--- config.mk ---
export PLATFORM = sky130hd
export DESIGN_NAME = serial_subtractor_flat
export DESIGN_NICKNAME = d
export VERILOG_FILES = /design/src/rtl/serial_subtractor_if.sv /design/src/rtl/serial_subtractor.sv /design/src/flat_wrapper.sv
export SDC_FILE = /design/constraint.sdc
export NUM_CORES = 1
export LEC_CHECK = 0
export CAP_MARGIN = 20
export CORE_MARGIN = 2
export CORE_UTILIZATION = 30
export DETAILED_ROUTE_END_ITERATION = 10
export GPL_ROUTABILITY_DRIVEN = 0
export SYNTH_ARGS = -nofsm -noshare
export SYNTH_HDL_FRONTEND = slang
export SYNTH_SLANG_ARGS = --single-unit
--- constraint.sdc ---
create_clock -name i_clk -period 1.8 [get_ports i_clk]
set_clock_uncertainty 0.1 [all_clocks]
set_input_delay 0.18 -clock i_clk [delete_from_list [all_inputs] [get_ports i_clk]]
set_output_delay 0.18 -clock i_clk [all_outputs]
set_load 0.005 [all_outputs]
--- src/rtl/serial_subtractor_if.sv ---
// Handshake and operand/result bundle for serial_subtractor.
// The o_overflow member exists only when SERIAL_SUBTRACTOR_OVERFLOW_EN is defined.
interface serial_subtractor_if #(
    parameter int WIDTH = 8
);
    logic             i_start;
    logic [WIDTH-1:0] i_operand_a;
    logic [WIDTH-1:0] i_operand_b;
    logic             i_borrow;
    logic             o_ready;
    logic             o_busy;
    logic             o_done;
    logic [WIDTH-1:0] o_difference;
    logic             o_borrow;
`ifdef SERIAL_SUBTRACTOR_OVERFLOW_EN
    logic             o_overflow;

    modport master (
        output i_start, i_operand_a, i_operand_b, i_borrow,
        input  o_ready, o_busy, o_done, o_difference, o_borrow, o_overflow
    );

    modport slave (
        input  i_start, i_operand_a, i_operand_b, i_borrow,
        output o_ready, o_busy, o_done, o_difference, o_borrow, o_overflow
    );
`else
    modport master (
        output i_start, i_operand_a, i_operand_b, i_borrow,
        input  o_ready, o_busy, o_done, o_difference, o_borrow
    );

    modport slave (
        input  i_start, i_operand_a, i_operand_b, i_borrow,
        output o_ready, o_busy, o_done, o_difference, o_borrow
    );
`endif
endinterface

--- src/rtl/serial_subtractor.sv ---
// Bit-serial A - B - borrow_in, LSB first, one bit per clock with a single borrow flop.
// Optional signed-overflow output enabled by defining SERIAL_SUBTRACTOR_OVERFLOW_EN.
module serial_subtractor #(
    parameter int WIDTH = 8
) (
    input  logic                 i_clk,
    input  logic                 i_rst,
    serial_subtractor_if.slave   bus
);
    localparam int CNT_W = $clog2(WIDTH + 1);
    localparam logic [CNT_W-1:0] LAST_BIT = CNT_W'(WIDTH - 1);

    typedef enum logic [1:0] {
        ST_IDLE,
        ST_BUSY,
        ST_DONE
    } state_t;

    state_t           state_reg, state_next;
    logic [WIDTH-1:0] a_sr_reg, a_sr_next;
    logic [WIDTH-1:0] b_sr_reg, b_sr_next;
    logic [WIDTH-1:0] res_sr_reg, res_sr_next;
    logic [WIDTH-1:0] diff_reg, diff_next;
    logic [CNT_W-1:0] cnt_reg, cnt_next;
    logic             br_reg, br_next;
    logic             borrow_out_reg, borrow_out_next;

    logic             bit_d;
    logic             bit_br;
    logic [WIDTH-1:0] res_shifted;
    logic [WIDTH-1:0] a_shifted;
    logic [WIDTH-1:0] b_shifted;

    // One full-subtractor slice operating on the current LSBs.
    assign bit_d  = a_sr_reg[0] ^ b_sr_reg[0] ^ br_reg;
    assign bit_br = (~a_sr_reg[0] & b_sr_reg[0]) | (~(a_sr_reg[0] ^ b_sr_reg[0]) & br_reg);

    generate
        for (genvar gi = 0; gi < WIDTH - 1; gi++) begin : g_shift
            assign res_shifted[gi] = res_sr_reg[gi + 1];
            assign a_shifted[gi]   = a_sr_reg[gi + 1];
            assign b_shifted[gi]   = b_sr_reg[gi + 1];
        end
    endgenerate

    // New difference bits enter at the MSB so the LSB lands at bit 0 after WIDTH shifts.
    assign res_shifted[WIDTH-1] = bit_d;
    assign a_shifted[WIDTH-1]   = 1'b0;
    assign b_shifted[WIDTH-1]   = 1'b0;

`ifdef SERIAL_SUBTRACTOR_OVERFLOW_EN
    logic a_msb_reg, a_msb_next;
    logic b_msb_reg, b_msb_next;
    logic ovf_reg, ovf_next;
`endif

    always_ff @(posedge i_clk) begin
        if (i_rst) begin
            state_reg <= ST_IDLE;
        end else begin
            state_reg <= state_next;
        end
    end

    always_comb begin
        state_next      = state_reg;
        a_sr_next       = a_sr_reg;
        b_sr_next       = b_sr_reg;
        res_sr_next     = res_sr_reg;
        diff_next       = diff_reg;
        cnt_next        = cnt_reg;
        br_next         = br_reg;
        borrow_out_next = borrow_out_reg;
`ifdef SERIAL_SUBTRACTOR_OVERFLOW_EN
        a_msb_next      = a_msb_reg;
        b_msb_next      = b_msb_reg;
        ovf_next        = ovf_reg;
`endif
        case (state_reg)
            ST_IDLE: begin
                if (bus.i_start) begin
                    a_sr_next   = bus.i_operand_a;
                    b_sr_next   = bus.i_operand_b;
                    br_next     = bus.i_borrow;
                    res_sr_next = '0;
                    cnt_next    = '0;
`ifdef SERIAL_SUBTRACTOR_OVERFLOW_EN
                    a_msb_next  = bus.i_operand_a[WIDTH-1];
                    b_msb_next  = bus.i_operand_b[WIDTH-1];
`endif
                    state_next  = ST_BUSY;
                end
            end
            ST_BUSY: begin
                res_sr_next = res_shifted;
                a_sr_next   = a_shifted;
                b_sr_next   = b_shifted;
                br_next     = bit_br;
                cnt_next    = cnt_reg + CNT_W'(1);
                if (cnt_reg == LAST_BIT) begin
                    diff_next       = res_shifted;
                    borrow_out_next = bit_br;
`ifdef SERIAL_SUBTRACTOR_OVERFLOW_EN
                    // bit_d is the result MSB on the final bit-cycle.
                    ovf_next        = (a_msb_reg != b_msb_reg) && (bit_d != a_msb_reg);
`endif
                    state_next      = ST_DONE;
                end
            end
            ST_DONE: begin
                state_next = ST_IDLE;
            end
            default: begin
                state_next = ST_IDLE;
            end
        endcase
    end

    always_ff @(posedge i_clk) begin
        if (i_rst) begin
            a_sr_reg       <= '0;
            b_sr_reg       <= '0;
            res_sr_reg     <= '0;
            diff_reg       <= '0;
            cnt_reg        <= '0;
            br_reg         <= 1'b0;
            borrow_out_reg <= 1'b0;
`ifdef SERIAL_SUBTRACTOR_OVERFLOW_EN
            a_msb_reg      <= 1'b0;
            b_msb_reg      <= 1'b0;
            ovf_reg        <= 1'b0;
`endif
        end else begin
            a_sr_reg       <= a_sr_next;
            b_sr_reg       <= b_sr_next;
            res_sr_reg     <= res_sr_next;
            diff_reg       <= diff_next;
            cnt_reg        <= cnt_next;
            br_reg         <= br_next;
            borrow_out_reg <= borrow_out_next;
`ifdef SERIAL_SUBTRACTOR_OVERFLOW_EN
            a_msb_reg      <= a_msb_next;
            b_msb_reg      <= b_msb_next;
            ovf_reg        <= ovf_next;
`endif
        end
    end

    assign bus.o_ready      = (state_reg == ST_IDLE);
    assign bus.o_busy       = (state_reg == ST_BUSY);
    assign bus.o_done       = (state_reg == ST_DONE);
    assign bus.o_difference = diff_reg;
    assign bus.o_borrow     = borrow_out_reg;
`ifdef SERIAL_SUBTRACTOR_OVERFLOW_EN
    assign bus.o_overflow   = ovf_reg;
`endif
endmodule

--- src/flat_wrapper.sv ---
// flat-port wrapper written by rule: the top's interface ports become plain ports
module serial_subtractor_flat 
#(
    parameter int WIDTH = 8
)
  (i_clk, i_rst, bus_i_start, bus_i_operand_a, bus_i_operand_b, bus_i_borrow, bus_o_ready, bus_o_busy, bus_o_done, bus_o_difference, bus_o_borrow);
  serial_subtractor_if #(.WIDTH(WIDTH)) bus_i ();
  input  logic i_clk;
  input  logic i_rst;
  input wire logic [$bits(bus_i.i_start)-1:0] bus_i_start;
  input wire logic [$bits(bus_i.i_operand_a)-1:0] bus_i_operand_a;
  input wire logic [$bits(bus_i.i_operand_b)-1:0] bus_i_operand_b;
  input wire logic [$bits(bus_i.i_borrow)-1:0] bus_i_borrow;
  output wire logic [$bits(bus_i.o_ready)-1:0] bus_o_ready;
  output wire logic [$bits(bus_i.o_busy)-1:0] bus_o_busy;
  output wire logic [$bits(bus_i.o_done)-1:0] bus_o_done;
  output wire logic [$bits(bus_i.o_difference)-1:0] bus_o_difference;
  output wire logic [$bits(bus_i.o_borrow)-1:0] bus_o_borrow;
  assign bus_i.i_start = bus_i_start;
  assign bus_i.i_operand_a = bus_i_operand_a;
  assign bus_i.i_operand_b = bus_i_operand_b;
  assign bus_i.i_borrow = bus_i_borrow;
  assign bus_o_ready = bus_i.o_ready;
  assign bus_o_busy = bus_i.o_busy;
  assign bus_o_done = bus_i.o_done;
  assign bus_o_difference = bus_i.o_difference;
  assign bus_o_borrow = bus_i.o_borrow;
  serial_subtractor #(.WIDTH(WIDTH)) u_core (.i_clk(i_clk), .i_rst(i_rst), .bus(bus_i));
endmodule
Figure 1. M1 wires.
Cells faint in the background.
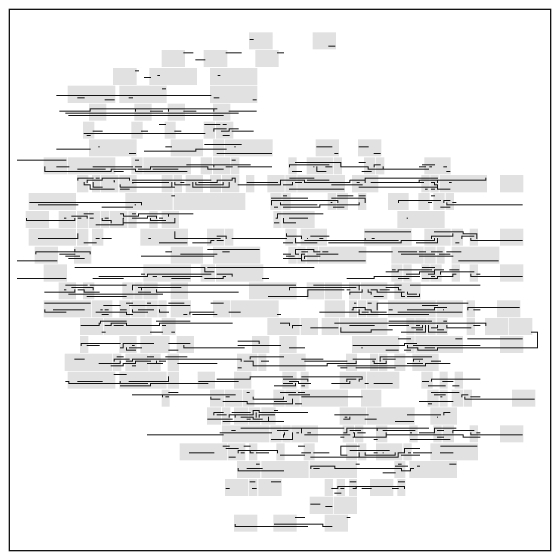
main direction: horizontal
wire length on this layer: 2130 um
share of all routed wire: 49%
nets with wire on the layer: 252
GR Layer Usage met1: 19.2%
Detailed Route WL: 4.35 mm
DR vias: 1661

Figure 2. Cell density map.
Scale bar: 20 um. The die is cut into 8 by 8 equal tiles; dark blue is low, red is high, 0 to 100% covered.
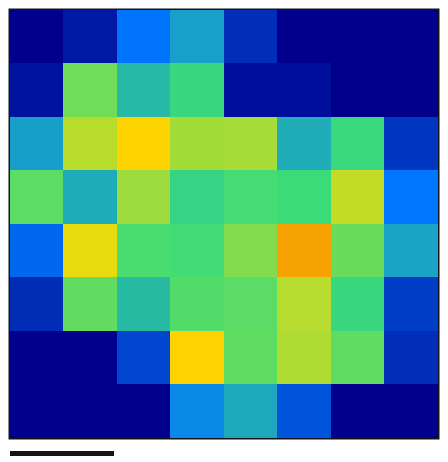
nearly empty tiles: 20%
tiles over 75% full: 4.7%
fullest tile: 82%

==> impl_metrics.env <==
# source this file to load flow results
export IMPL_ys_ff=39
export IMPL_postCtsResizedCells=1
export IMPL_r2r_end="u_core.bus.o_borrow"
export IMPL_num_rows=28
export IMPL_die_w_um=82.2
export IMPL_buffers=44
export IMPL_comb_cells=148
export IMPL_grt_pass1_wl_mm=7.16
export IMPL_cp_num_buf_inv=2
export IMPL_n_tap_cell=75
export IMPL_drt_iter0_markers=111
export IMPL_area_growth_pct=29.0
export IMPL_peakVddDrop_v=0.000387
export IMPL_postLayoutCellArea_sq_um=2370
export IMPL_status="complete, no violations"
export IMPL_yosys_area_share_simple_pct=16.1
export IMPL_insertion_delay_ns=0.29
export IMPL_worstSetupStartpointType="register"
export IMPL_top_cells_by_area="dfxtp_1 43%, a21oi_1 11%, o221a_2 8.6%"
export IMPL_worst_pin_slew_ns=0.378
export IMPL_slew_headroom_pct=74.8
export IMPL_drt_met1_wl_mm=2.13
export IMPL_numSequentialCells=39
export IMPL_hpwlAfterDp_mm=2.89
export IMPL_logic_family="AND-OR/OR-AND gates"
export IMPL_use_met2_pct=20.6
export IMPL_clockPowerShare_pct=38.5
export IMPL_edf_count=0
export IMPL_setup_violations=0
export IMPL_vias_per_cell=5.02
export IMPL_core_area_sq_um=5920
export IMPL_crit_family="buffers and inverters"
export IMPL_layout_top_cell="a21oi_1"
export IMPL_pwr_density_cell_nw_per_um2=822
export IMPL_ys_seq_share_pct=42.6
export IMPL_first_global_vias=1489
export IMPL_seqPwrFrac_pct=47.9
export IMPL_overflow=0
export IMPL_reg2reg_from="u_core.cnt_reg[0]"
Figure 3. Cells by drive strength.
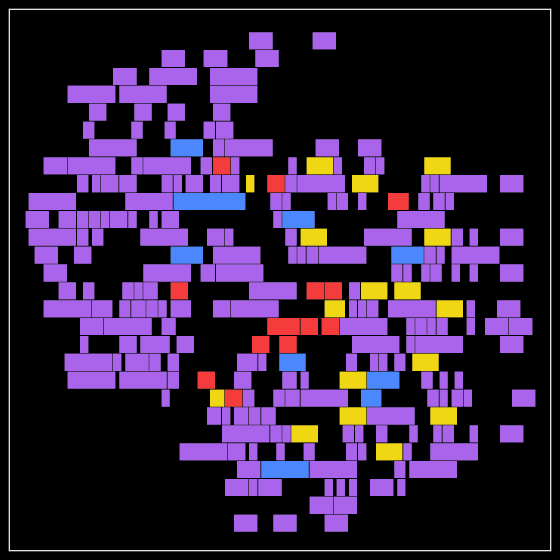
| size | color | cells |
|---|---|---|
| _3 and _4 cells | red | 13 |
| _0 and _1 cells | purple | 217 |
| _6 and larger | blue | 9 |
| _2 cells | yellow | 17 |

